===== src/rtl/btn_evt.sv =====
// btn_evt: turns debounced press pulses and held level into one-cycle single/double/long-press events
module btn_evt #(
  parameter int CW = 26,
  parameter logic [CW-1:0] DBL_WIN = 26'd12_500_000,
  parameter logic [CW-1:0] LONG_T = 26'd50_000_000
) (
  input  logic i_clk,
  input  logic i_rst,
  input  logic i_press,
  input  logic i_held,
  output logic o_single,
  output logic o_double,
  output logic o_long,
  output logic o_busy
);
  localparam logic [1:0] IDLE = 2'd0;
  localparam logic [1:0] PRESS1 = 2'd1;
  localparam logic [1:0] WAIT2 = 2'd2;
  localparam logic [1:0] LOCK = 2'd3;
  localparam logic [CW-1:0] DW1 = DBL_WIN - 1'b1;
  localparam logic [CW-1:0] LT1 = LONG_T - 1'b1;
  logic [1:0] state, state_n;
  logic [CW-1:0] cnt, cnt_n, cnt_inc;
  logic single_n, double_n, long_n;
  assign cnt_inc = &cnt ? cnt : cnt + 1'b1;
  always_comb begin
    state_n = state;
    cnt_n = cnt;
    single_n = 1'b0;
    double_n = 1'b0;
    long_n = 1'b0;
    case (state)
      IDLE: begin
        state_n = i_press ? PRESS1 : IDLE;
        cnt_n = i_press ? '0 : cnt;
      end
      PRESS1: begin
        cnt_n = cnt_inc;
        if (i_press) begin
          double_n = cnt <= DW1;
          state_n = (cnt <= DW1) ? LOCK : PRESS1;
          cnt_n = (cnt <= DW1) ? cnt_inc : '0;
        end else if (!i_held) begin
          single_n = cnt >= DW1;
          state_n = (cnt >= DW1) ? IDLE : WAIT2;
        end else if (cnt == LT1) begin
          long_n = 1'b1;
          state_n = LOCK;
        end
      end
      WAIT2: begin
        cnt_n = cnt_inc;
        if (i_press) begin
          double_n = 1'b1;
          state_n = LOCK;
        end else if (cnt == DW1) begin
          single_n = 1'b1;
          state_n = IDLE;
        end
      end
      default: state_n = (!i_held && !i_press) ? IDLE : LOCK;
    endcase
  end
  always_ff @(posedge i_clk) begin
    if (i_rst) begin
      state <= IDLE;
      cnt <= '0;
      o_single <= 1'b0;
      o_double <= 1'b0;
      o_long <= 1'b0;
      o_busy <= 1'b0;
    end else begin
      state <= state_n;
      cnt <= cnt_n;
      o_single <= single_n;
      o_double <= double_n;
      o_long <= long_n;
      o_busy <= state_n != IDLE;
    end
  end
endmodule


===== config.mk =====
export PLATFORM = sky130hd
export DESIGN_NAME = btn_evt
export DESIGN_NICKNAME = d
export VERILOG_FILES = /design/src/rtl/btn_evt.sv
export SDC_FILE = /design/constraint.sdc
export NUM_CORES = 1
export LEC_CHECK = 0
export CELL_PAD_IN_SITES_DETAIL_PLACEMENT = 0
export CELL_PAD_IN_SITES_GLOBAL_PLACEMENT = 1
export CORE_MARGIN = 2
export CORE_UTILIZATION = 40
export CTS_BUF_LIST = sky130_fd_sc_hd__clkbuf_2 sky130_fd_sc_hd__clkbuf_4 sky130_fd_sc_hd__clkbuf_8
export DETAILED_ROUTE_END_ITERATION = 16
export PLACE_DENSITY = 0.76
export SYNTH_ARGS = -nofsm -noshare
export SYNTH_HDL_FRONTEND = slang
export SYNTH_SLANG_ARGS = --single-unit

===== constraint.sdc =====
create_clock -name i_clk -period 2.25 [get_ports i_clk]
set_clock_uncertainty 0.1 [all_clocks]
set_input_delay 0.3375 -clock i_clk [delete_from_list [all_inputs] [get_ports i_clk]]
set_output_delay 0.3375 -clock i_clk [all_outputs]
set_load 0.02 [all_outputs]

clock_wires.png
(4 px per um)
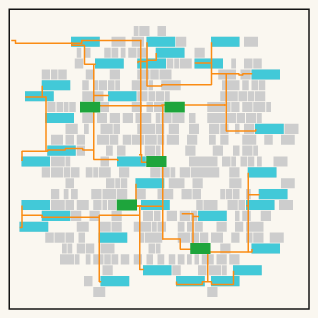
[cyan] flip-flops | count: 32
[orange] clock wires | length: 479 um
[green] clock-net drivers | count: 5
routed clock nets: 6
Clk network pwr share: 39.5%
clock network power: 0.489 mW

util_map.png
(4 px per um) 7 x 7 tiles, from black (low) to pale yellow (high), 0 to 100% covered.
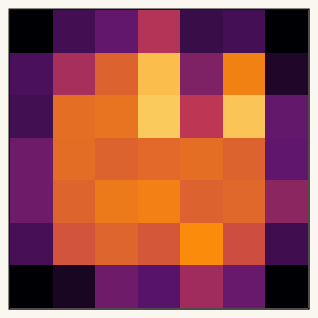
fullest tile: 88%
densest ninth of the die: middle
tiles over 75% full: 6.1%
nearly empty tiles: 8.2%
Core Util at FP: 41.9%
fin util: 52.4%
core footprint: 0.00475 mm2

==> results.toml <==
# implementation run metrics
[run_status]
outcome = "complete, no violations"

[pwr]
switchingPower_mw = 0.321

[setup_path]
worstSetupPathType = "reg -> reg"
cp-startpoint = "cnt[7]"
timing.rr.end = "cnt[20]"

[flow_run]
openroad.warnings = 32

[hold_path]
hold_path_depth = 1

[global_routing]
grt_pass1_vias = 1863

[die]
taps = 67

[place]
routabilityCongestion = 0.870
place.port_buffers = 7
place_area_mm2 = 0.00235

[route]
dr_wl_met3_um = 213
ant_nets = 0
drcViolationCount = 0

[finish]
fin_area_mm2 = 0.00249
nonClkBufAreaFrac_pct = 13.9

[clock_tree]
ctsResizeCount = 1
cts_max_level = 2
cts_sinks = 32

[sta]
maxSlewViolCount = 0

[synth]
async_flop_share_pct = 0
synth-adder-area-share_pct = 3.77
-- worst max-delay path, cell delays in order (launching register included) --
cell and delay, ns:
dfxtp_1 0.31, or3_4 0.38, or3_4 0.34, a21o_1 0.22, a211oi_4 0.28, buf_4 0.25, o21ai_0 0.11, a31oi_1 0.17
-- cell usage after synthesis, types with 2 or more instances --
cell type  instances
dfxtp_1           32
a21oi_1           21
a31oi_1           17
nand2_1           17
nor2_1            16
nand4_1           13
nand3_1           10
and3_1             8
and4_1             8
clkbuf_1           7
inv_1              7
nor3_1             7
o21ai_0            7
ha_1               6
a22o_1             5
a21o_1             4
a41oi_1            4
and2_1             4
buf_2              4
nand2b_1           4
or3_1              4
mux2i_1            3
nor4_1             3
o31ai_1            3
a221o_1            2
buf_6              2
nand4bb_1          2
nor2b_1            2
nor3b_1            2
nor4b_1            2
o211ai_1           2
or4_1              2
-- stage by stage --
stage	utilization [%]	TNS, ns	setup slack [ns]	instances	hold slack [ns]
floorplan	-	0	0.159	248	0.317
CTS	51.7	-0.0112	-0.00621	351	0.413
global placement	49.5	0	0.0215	343	0.390
global route	52.4	-0.249	-0.0773	351	0.422
finish	52.4	0	0.00923	351	0.406
detailed placement	49.5	0	0.0164	343	0.398
-- state kept, by name, indices dropped and copies added (netlist names) --
signal / flops
o_busy: 1
cnt: 26
o_long: 1
o_single: 1
o_double: 1
state: 2
-- power by group through the flow --
stage / registers [mW] / logic (mW) / clock network [mW]
3_3_place_gp: 0.596 / 0.164 / 0
5_1_grt: 0.584 / 0.183 / 0.521
6_report: 0.583 / 0.167 / 0.489
3_5_place_dp: 0.596 / 0.164 / 0
2_1_floorplan: 0.598 / 0.0996 / 0
4_1_cts: 0.583 / 0.164 / 0.497
Power figures rest on the tool's default switching activity, not on a simulated workload.
